==> images/pins.png <==
(2 px per µm) Pins as bars across the die edge, other pins in gray.
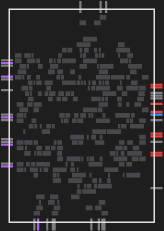
==> images/final_clocks.png <==
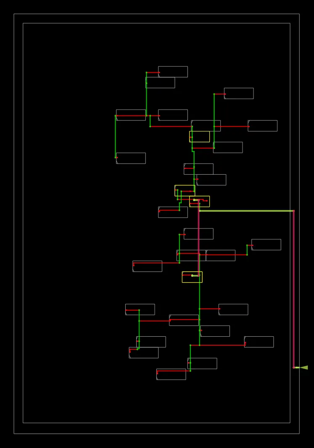
==> images/cell_classes.png <==
(4 px per µm) Fill, decap, tap and diode cells in gray.
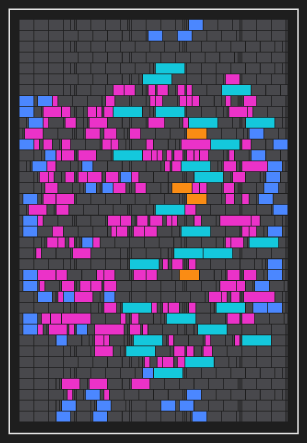
$ cat config.mk
export PLATFORM = sky130hd
export DESIGN_NAME = sat_sub3_pipe_flat
export DESIGN_NICKNAME = d
export VERILOG_FILES = /design/src/rtl/sat_sub3_if.sv /design/src/rtl/sat_sub3_pipe.sv /design/src/flat_wrapper.sv
export SDC_FILE = /design/constraint.sdc
export NUM_CORES = 1
export LEC_CHECK = 0
export CORE_ASPECT_RATIO = 1.5
export CORE_MARGIN = 2
export CORE_UTILIZATION = 25
export DETAILED_ROUTE_END_ITERATION = 10
export PLACE_DENSITY = 0.45
export REMOVE_ABC_BUFFERS = 1
export SLEW_MARGIN = 20
export SYNTH_ARGS = -nofsm -noshare
export SYNTH_HDL_FRONTEND = slang
export SYNTH_SLANG_ARGS = --single-unit
$ cat constraint.sdc
create_clock -name clk -period 3.3 [get_ports clk]
set_input_delay 0.66 -clock clk [delete_from_list [all_inputs] [get_ports clk]]
set_output_delay 0.66 -clock clk [all_outputs]
set_load 0.05 [all_outputs]
$ cat src/rtl/sat_sub3_if.sv
// Streaming bus for the 3-operand saturating subtractor: operands in, clamped
// difference and saturation flags out, plus the saturation counter controls.
interface sat_sub3_if #(
    parameter int W     = 6,
    parameter int CNT_W = 8
);
    logic             in_valid;
    logic             in_ready;
    logic [W-1:0]     a;
    logic [W-1:0]     b;
    logic [W-1:0]     c;
    logic             out_valid;
    logic             out_ready;
    logic [W-1:0]     diff;
    logic             sat_pos;
    logic             sat_neg;
    logic             clr_count;
    logic [CNT_W-1:0] sat_count;

    modport master (
        output in_valid, a, b, c, out_ready, clr_count,
        input  in_ready, out_valid, diff, sat_pos, sat_neg, sat_count
    );

    modport slave (
        input  in_valid, a, b, c, out_ready, clr_count,
        output in_ready, out_valid, diff, sat_pos, sat_neg, sat_count
    );
endinterface

$ cat src/rtl/sat_sub3_pipe.sv
// Two-stage saturating a-b-c with valid/ready on both sides and a sticky
// count of saturated results handed downstream.
module sat_sub3_pipe #(
    parameter int W     = 6,
    parameter int CNT_W = 8
) (
    input  logic      clk,
    input  logic      rst,
    sat_sub3_if.slave bus
);
    localparam logic [W-1:0]     MAX_POS = {1'b0, {(W-1){1'b1}}};
    localparam logic [W-1:0]     MIN_NEG = {1'b1, {(W-1){1'b0}}};
    localparam logic [CNT_W-1:0] CNT_MAX = {CNT_W{1'b1}};

    logic             s1_valid_q, s1_valid_d;
    logic [W+1:0]     s1_r_q, s1_r_d;
    logic             out_valid_q, out_valid_d;
    logic [W-1:0]     diff_q, diff_d;
    logic             sat_pos_q, sat_pos_d;
    logic             sat_neg_q, sat_neg_d;
    logic [CNT_W-1:0] sat_count_q, sat_count_d;

    logic             s2_load;
    logic             in_ready;
    logic             accept;
    logic             sat_xfer;
    logic [W+1:0]     a_x, b_x, c_x;
    logic [2:0]       top3;

    always_comb begin
        s1_valid_d  = s1_valid_q;
        s1_r_d      = s1_r_q;
        out_valid_d = out_valid_q;
        diff_d      = diff_q;
        sat_pos_d   = sat_pos_q;
        sat_neg_d   = sat_neg_q;
        sat_count_d = sat_count_q;

        s2_load  = !out_valid_q || bus.out_ready;
        in_ready = !s1_valid_q || s2_load;
        accept   = bus.in_valid && in_ready;

        // W+2 bits hold the full range of a-b-c, so no intermediate overflow
        a_x  = {{2{bus.a[W-1]}}, bus.a};
        b_x  = {{2{bus.b[W-1]}}, bus.b};
        c_x  = {{2{bus.c[W-1]}}, bus.c};
        top3 = s1_r_q[W+1:W-1];

        if (accept) begin
            s1_valid_d = 1'b1;
            s1_r_d     = a_x - b_x - c_x;
        end else if (s2_load) begin
            s1_valid_d = 1'b0;
        end

        if (s2_load) begin
            out_valid_d = s1_valid_q;
            if (s1_valid_q) begin
                if (top3 == 3'b000 || top3 == 3'b111) begin
                    diff_d    = s1_r_q[W-1:0];
                    sat_pos_d = 1'b0;
                    sat_neg_d = 1'b0;
                end else if (!s1_r_q[W+1]) begin
                    diff_d    = MAX_POS;
                    sat_pos_d = 1'b1;
                    sat_neg_d = 1'b0;
                end else begin
                    diff_d    = MIN_NEG;
                    sat_pos_d = 1'b0;
                    sat_neg_d = 1'b1;
                end
            end
        end

        sat_xfer = out_valid_q && bus.out_ready && (sat_pos_q || sat_neg_q);
        if (bus.clr_count) begin
            sat_count_d = '0;
        end else if (sat_xfer && sat_count_q != CNT_MAX) begin
            sat_count_d = sat_count_q + CNT_W'(1);
        end
    end

    always_ff @(posedge clk) begin
        if (rst) begin
            s1_valid_q  <= 1'b0;
            s1_r_q      <= '0;
            out_valid_q <= 1'b0;
            diff_q      <= '0;
            sat_pos_q   <= 1'b0;
            sat_neg_q   <= 1'b0;
            sat_count_q <= '0;
        end else begin
            s1_valid_q  <= s1_valid_d;
            s1_r_q      <= s1_r_d;
            out_valid_q <= out_valid_d;
            diff_q      <= diff_d;
            sat_pos_q   <= sat_pos_d;
            sat_neg_q   <= sat_neg_d;
            sat_count_q <= sat_count_d;
        end
    end

    assign bus.in_ready  = in_ready;
    assign bus.out_valid = out_valid_q;
    assign bus.diff      = diff_q;
    assign bus.sat_pos   = sat_pos_q;
    assign bus.sat_neg   = sat_neg_q;
    assign bus.sat_count = sat_count_q;
endmodule

$ cat src/flat_wrapper.sv
// flat-port wrapper written by rule: the top's interface ports become plain ports
module sat_sub3_pipe_flat 
#(
    parameter int W     = 6,
    parameter int CNT_W = 8
)
  (clk, rst, bus_in_valid, bus_a, bus_b, bus_c, bus_out_ready, bus_clr_count, bus_in_ready, bus_out_valid, bus_diff, bus_sat_pos, bus_sat_neg, bus_sat_count);
  sat_sub3_if #(.W(W), .CNT_W(CNT_W)) bus_i ();
  input  logic clk;
  input  logic rst;
  input wire logic [$bits(bus_i.in_valid)-1:0] bus_in_valid;
  input wire logic [$bits(bus_i.a)-1:0] bus_a;
  input wire logic [$bits(bus_i.b)-1:0] bus_b;
  input wire logic [$bits(bus_i.c)-1:0] bus_c;
  input wire logic [$bits(bus_i.out_ready)-1:0] bus_out_ready;
  input wire logic [$bits(bus_i.clr_count)-1:0] bus_clr_count;
  output wire logic [$bits(bus_i.in_ready)-1:0] bus_in_ready;
  output wire logic [$bits(bus_i.out_valid)-1:0] bus_out_valid;
  output wire logic [$bits(bus_i.diff)-1:0] bus_diff;
  output wire logic [$bits(bus_i.sat_pos)-1:0] bus_sat_pos;
  output wire logic [$bits(bus_i.sat_neg)-1:0] bus_sat_neg;
  output wire logic [$bits(bus_i.sat_count)-1:0] bus_sat_count;
  assign bus_i.in_valid = bus_in_valid;
  assign bus_i.a = bus_a;
  assign bus_i.b = bus_b;
  assign bus_i.c = bus_c;
  assign bus_i.out_ready = bus_out_ready;
  assign bus_i.clr_count = bus_clr_count;
  assign bus_in_ready = bus_i.in_ready;
  assign bus_out_valid = bus_i.out_valid;
  assign bus_diff = bus_i.diff;
  assign bus_sat_pos = bus_i.sat_pos;
  assign bus_sat_neg = bus_i.sat_neg;
  assign bus_sat_count = bus_i.sat_count;
  sat_sub3_pipe #(.W(W), .CNT_W(CNT_W)) u_core (.clk(clk), .rst(rst), .bus(bus_i));
endmodule
==> deck_impl_summary.md <==
Physical Implementation Snapshot

Status
  – Status: complete, no violations

Cells and area
  – Fill cell count: between 700 and 800
  – Layout cells sized above 1: 0.111
  – Layout Nets: around 280
  – Antenna cells: 0
  – Comb gates: approximately 150
  – Most frequent cells in the layout: 40 x clkdlybuf4s50_1, 26 x dfxtp_1, 16 x inv_1, 16 x a21oi_1, 15 x nor2_1

Detailed routing
  – DRC Markers: 0
  – 1st-iter DRT viols: 33
  – Routed wl met3: roughly 140 µm
  – 1st-pass router iterations: 4
  – Drt wl/cell: ~12 µm

Synthesis
  – Netlist cell types: 52
  – Mean Syn Cell Area: roughly 8.8 µm²
  – Mux share: 0.00581
  – Count leader, synth: dfxtp_1
  – Cells in synth_stat.txt: ~200
  – Post-synth regs: 26
  – EDFF count, synth: 0
  – Adder Area Share: 0.125
  – Synth Seq Share: 0.302

Pwr
  – Power per cell area: 375 mW/mm²
  – VDD IR max: approximately 170 µV
  – Sequential power: roughly 360 µW
  – Clk pwr: 207 µW
  – Gate power share: 0.353
  – Net Switching: around 270 µW

Final timing
  – Post-route setup slack: around 0.17 ns
  – Setup TNS: 0 ns
  – Achievable Freq: 320 MHz
  – Crit share post-route: 0.947

GRT
  – Largest net degree at the start of global routing: 18
  – Antenna violations before repair: 0
  – GRT Util Overall: 0.111
  – M2 GR Usage: 0.229

Place
  – Gpl congestion: between 0.7 and 0.8
  – Cell Area, Placed: around 0.0023 mm²

Floorplanning
  – I/O pin count: just over 40
  – # Taps: 78

Worst setup path
  – Crit. Startpoint: bus_b[0]
  – Worst endpoint required time: around 3.5 ns
  – Setup Crit Path Kind: in -> reg
  – R2R cell count: 5
  – Slowest library cell on the worst path: clkdlybuf4s50_1

Hold path
  – Worst Hold Class: reg -> reg

Flow run
  – Max Cap Violations: 0

Clock tree
  – H-tree depth: 1
  – Root Driver: clkbuf_8
  – Total CTS buffers: 3
## Picture notes: pins.png
port	color	pins	direction	edge
`bus_b`	purple	6	input	5 west, 1 south
`bus_sat_count`	red	8	output	east
`bus_sat_pos`	blue	1	output	east
Die X: 71.8 µm
Die H: 106 µm
IO buf count: 40

## Picture notes: final_clocks.png
Sink Count: 26
Clock buffer cells: 4

## Picture notes: cell_classes.png
class	color	cells	share of their area
all other logic	magenta	163	52%
flip-flops	cyan	26	23%
other buffers and delay cells	blue	51	22%
clock drivers and dummy loads	orange	4	2.5%
# rows: 37
post-route cell area: 0.00233 mm²
final core occ: 0.344
core footprint: 0.00676 mm²
Seq area share: 0.224

No activity file was given, so power comes from the tool's default toggle rates.
